==> src/rtl/imem_boot_loader.sv <==
// Boot loader: receives a length-prefixed, XOR-checksummed program image over a byte
// stream, writes it word by word into instruction memory, then releases the core.
//
// state   | meaning
// HDR_HI  | waiting for word count N[15:8]
// HDR_LO  | waiting for word count N[7:0], header sanity check
// PAYLOAD | assembling a 32-bit word, MSB byte first
// WRITE   | one-cycle imem write of the assembled word
// CHECK   | waiting for the XOR checksum byte
// DONE    | image good, core released (held until reset)
// ERROR   | bad header or checksum (held until reset)
module imem_boot_loader #(
   parameter int ADDR_WIDTH = 8
) (
   input  logic                  clock,
   input  logic                  reset_n,
   input  logic [7:0]            rx_data,
   input  logic                  rx_valid,
   output logic                  rx_ready,
   output logic                  imem_we,
   output logic [ADDR_WIDTH-1:0] imem_addr,
   output logic [31:0]           imem_wdata,
   output logic                  core_run,
   output logic                  load_done,
   output logic                  load_error
);

   typedef enum logic [2:0] {
      HDR_HI, HDR_LO, PAYLOAD, WRITE, CHECK, DONE, ERROR
   } state_t;

   localparam logic [16:0] MAX_WORDS = 17'(1) << ADDR_WIDTH;

   state_t                state, state_nxt;
   logic [15:0]           n_words;
   logic [ADDR_WIDTH:0]   word_cnt;
   logic [1:0]            byte_idx;
   logic [7:0]            csum;
   logic [31:0]           word_buf;
   logic                  accept;
   logic [15:0]           hdr_n;
   logic                  hdr_bad;
   logic [16:0]           cnt_inc;

   always_comb begin
      rx_ready = 1'b0;
      if (reset_n) begin
         rx_ready = (state == HDR_HI) || (state == HDR_LO) ||
                    (state == PAYLOAD) || (state == CHECK);
      end
   end

   assign accept  = rx_valid && rx_ready;
   assign hdr_n   = {n_words[15:8], rx_data};
   assign hdr_bad = (hdr_n == 16'd0) || ({1'b0, hdr_n} > MAX_WORDS);
   // Counter is one bit wider than the address so a full-depth image ends cleanly.
   assign cnt_inc = 17'(word_cnt) + 17'd1;

   always_ff @(posedge clock or negedge reset_n) begin
      if (!reset_n) state <= HDR_HI;
      else          state <= state_nxt;
   end

   always_comb begin
      state_nxt = state;
      case (state)
         HDR_HI:  if (accept) state_nxt = HDR_LO;
         HDR_LO:  if (accept) state_nxt = hdr_bad ? ERROR : PAYLOAD;
         PAYLOAD: if (accept && byte_idx == 2'd3) state_nxt = WRITE;
         WRITE:   state_nxt = (cnt_inc == {1'b0, n_words}) ? CHECK : PAYLOAD;
         CHECK:   if (accept) state_nxt = (rx_data == csum) ? DONE : ERROR;
         DONE:    state_nxt = DONE;
         ERROR:   state_nxt = ERROR;
         default: state_nxt = HDR_HI;
      endcase
   end

   always_ff @(posedge clock or negedge reset_n) begin
      if (!reset_n) begin
         n_words  <= 16'd0;
         word_cnt <= '0;
         byte_idx <= 2'd0;
         csum     <= 8'h00;
         word_buf <= 32'd0;
      end else begin
         case (state)
            HDR_HI:  if (accept) n_words[15:8] <= rx_data;
            HDR_LO:  if (accept) n_words[7:0]  <= rx_data;
            PAYLOAD: if (accept) begin
               word_buf <= {word_buf[23:0], rx_data};
               csum     <= csum ^ rx_data;
               byte_idx <= byte_idx + 2'd1;
            end
            WRITE:   word_cnt <= word_cnt + 1'b1;
            default: ;
         endcase
      end
   end

   assign imem_we    = (state == WRITE);
   assign imem_addr  = word_cnt[ADDR_WIDTH-1:0];
   assign imem_wdata = word_buf;
   assign core_run   = (state == DONE);
   assign load_done  = (state == DONE);
   assign load_error = (state == ERROR);

endmodule

==> config.mk <==
export PLATFORM = sky130hd
export DESIGN_NAME = imem_boot_loader
export DESIGN_NICKNAME = d
export VERILOG_FILES = /design/src/rtl/imem_boot_loader.sv
export SDC_FILE = /design/constraint.sdc
export NUM_CORES = 1
export LEC_CHECK = 0
export ABC_AREA = 1
export CAP_MARGIN = 10
export CELL_PAD_IN_SITES_DETAIL_PLACEMENT = 1
export CELL_PAD_IN_SITES_GLOBAL_PLACEMENT = 1
export CORE_MARGIN = 2
export CORE_UTILIZATION = 41
export CTS_CLUSTER_SIZE = 16
export DETAILED_ROUTE_END_ITERATION = 7
export PLACE_DENSITY_LB_ADDON = 0.1
export SYNTH_ARGS = -nofsm -noshare
export SYNTH_HDL_FRONTEND = slang
export SYNTH_SLANG_ARGS = --single-unit
==> constraint.sdc <==
create_clock -name clock -period 2.3 [get_ports clock]
set_input_delay 0.345 -clock clock [delete_from_list [all_inputs] [get_ports clock]]
set_output_delay 0.345 -clock clock [all_outputs]
set_load 0.02 [all_outputs]
Figure 1. M3 wires.
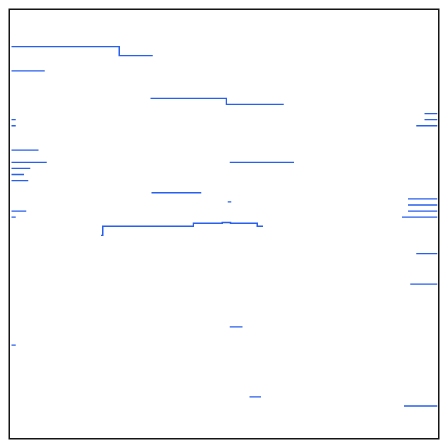
share of all routed wire: 2.7%
wire length on this layer: 223 um

Figure 2. Metal 2.
Cells faint in the background.
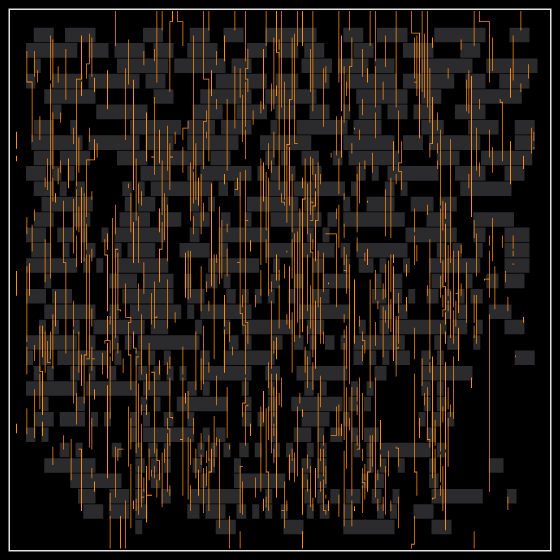
nets with wire on the layer: 387
longest straight run: 34.3 um
wire length on this layer: 3980 um
main direction: vertical
share of all routed wire: 48%
routed vias: 2652
M2 GR Usage: 0.302
Routed WL: 8.24 mm

==> results.txt <==
Fa+ha+maj area frac: 0.00728
Setup Buffers After CTS: 0
Reg2Reg Launch Point: word_cnt[0]
Slew of the pin with the lowest slew margin: 0.901 ns
Top-level I/O count: 56
Nets: 432
Flip-flop and latch area: 1750 um^2
Setup WS post-layout: 0.146 ns
All-Layer GR Usage: 0.196
Fin cells: 528
Met1 Wirelength: 3.96 mm
M3 GR Usage: 0.0466
Leading area contributor after synthesis: dfrtp_1
Synthesized area per cell: 9.36 um^2
Syn. warnings: 0
Tap Count: 105
Post-Place Cells: 513
R2r setup slk: 0.25 ns
Clock buffers: 10
Slowest stage delay, CP: 0.64 ns
Max-slew headroom: 0.400
Grt ovf: 0
Top cells by count: nand2_1, dfrtp_1, o21ai_0, inv_1, nand3_1
Flops & latches, synth: 70
Post-CTS Resized: 0
Cts hold-fix bufs: 0
Largest net degree at the start of global routing: 71
TritonCTS Buffers: 9
Max-cap violations: 0
CP Depth: 3
FF-to-FF path depth: 13
Clk pwr: 1.24 mW
Switching portion of total power: 0.215
Largest cell class: flip-flops and latches
Worst EP required: 1.96 ns
Setup TNS Final: 0 ns
Post-route clock skew: 0.00850 ns
Die W: 95.5 um
DR WL met3: 222 um
WP buf/inv: 1
Yosys Chip Area: 3440 um^2
Critical path cell sequence: nand2_1 -> nor2_2 -> clkdlybuf4s50_1
Invs w/o clock: 39
Placed Area: 4020 um^2
Area fraction in xor and xnor cells: 0.0280
Initial antenna violation count: 0
Power Total: 2.57 mW
Clock Power Share: 0.483
Top cells, area: dfrtp_1, nand2_1, mux2_4
Final tally of setup violations: 0
Switching power: 0.551 mW
Dominant logic cell type in the layout: nand2_1
Buffers on Ports: 55
DR vias/cell: 5.02
CP Class: flip-flop to output pin
Die area: 9130 um^2
Wire length on met2: 3.98 mm
Power Density: 599 nW/um^2
Mapped cell area: 3440 um^2
Pwr top: sequential cells
Fraction of layout cells with a size suffix above 1: 0.137
Vias in the first global route: 2786
Init Core Util: 0.420
Flop count: 70
Sequential cell area share: 0.409
Outcome: finished clean
Share of power burned in registers: 0.484
Critical Path Fanout Max: 6
First-pass GRT wire length: 13.6 mm
Most Crowded Layer GR: met2
Clk slew on worst S/H paths: 0.08 ns
Met1 usage in global routing: 0.278
Final Hold Viols: 0
Htree depth: 3
Dominant register cell: dfrtp_1
Largest register FFs: 32
Yosys stat cell total: 367
Post-Synth Simple-Gate Area: 0.183
Aoi share: 0.0783
LEAKAGE: 2.13 nW
DRT antenna net count: 0
Synth Instances: 367
Most instantiated logic cells after routing: nand2_1, dfrtp_1, clkdlybuf4s50_1
Clk_lat worst skew: 0.35 ns
Wirelength per Cell: 15.6 um
Tool Warnings: 26
Minimum clock period: 2.15 ns
DRC violations left: 0
Arrival @ worst endpoint: 1.81 ns
CP Capture Point: imem_we
Mux cell area share: 0.111
FF-to-FF End: state[1]
Fin Hold WS: 0.226 ns
Fraction of registers with async set/reset: 1.00
Row count: 33
Comb. pwr: 0.0858 mW
Sequential logic power: 1.24 mW
Dpl ws: 0.164 ns
CP Launch Type: flip-flop
Hold Path Class: input pin to async pin
Clk sinks: 70
Area leader share: 0.510
TritonCTS clock tree: built
Multi-input combinational area share: 0.329
Largest delay share family, worst path: buffers and inverters
Final Slew Violations: 0
Filler Cells Inserted: 935
Post-synthesis sequential area ratio: 0.510
Fin util: 0.524
RePlAce Congestion: 0.768
Non-clock buffer share: 0.139
Logic family by area: simple AND/OR/NAND/NOR gates
First drt pass iteration count: 4
Critical Path Start: state[1]
Detailed Place HPWL: 5.98 mm
Syn Nets: 380
Final Cell Area: 4280 um^2
Deepest clock path buffer count: 2
Area growth syn-to-layout: 24.6%
CP endpoint kind: output pin
Figure 3. Metal 1.
The bar under the picture is 20 um long. Supply wires on this layer in grey.
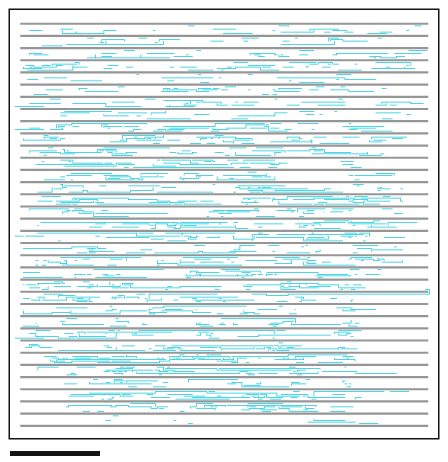
main direction: horizontal
share of all routed wire: 48%
longest straight run: 31.5 um

Power and IR drop assume default switching activity.
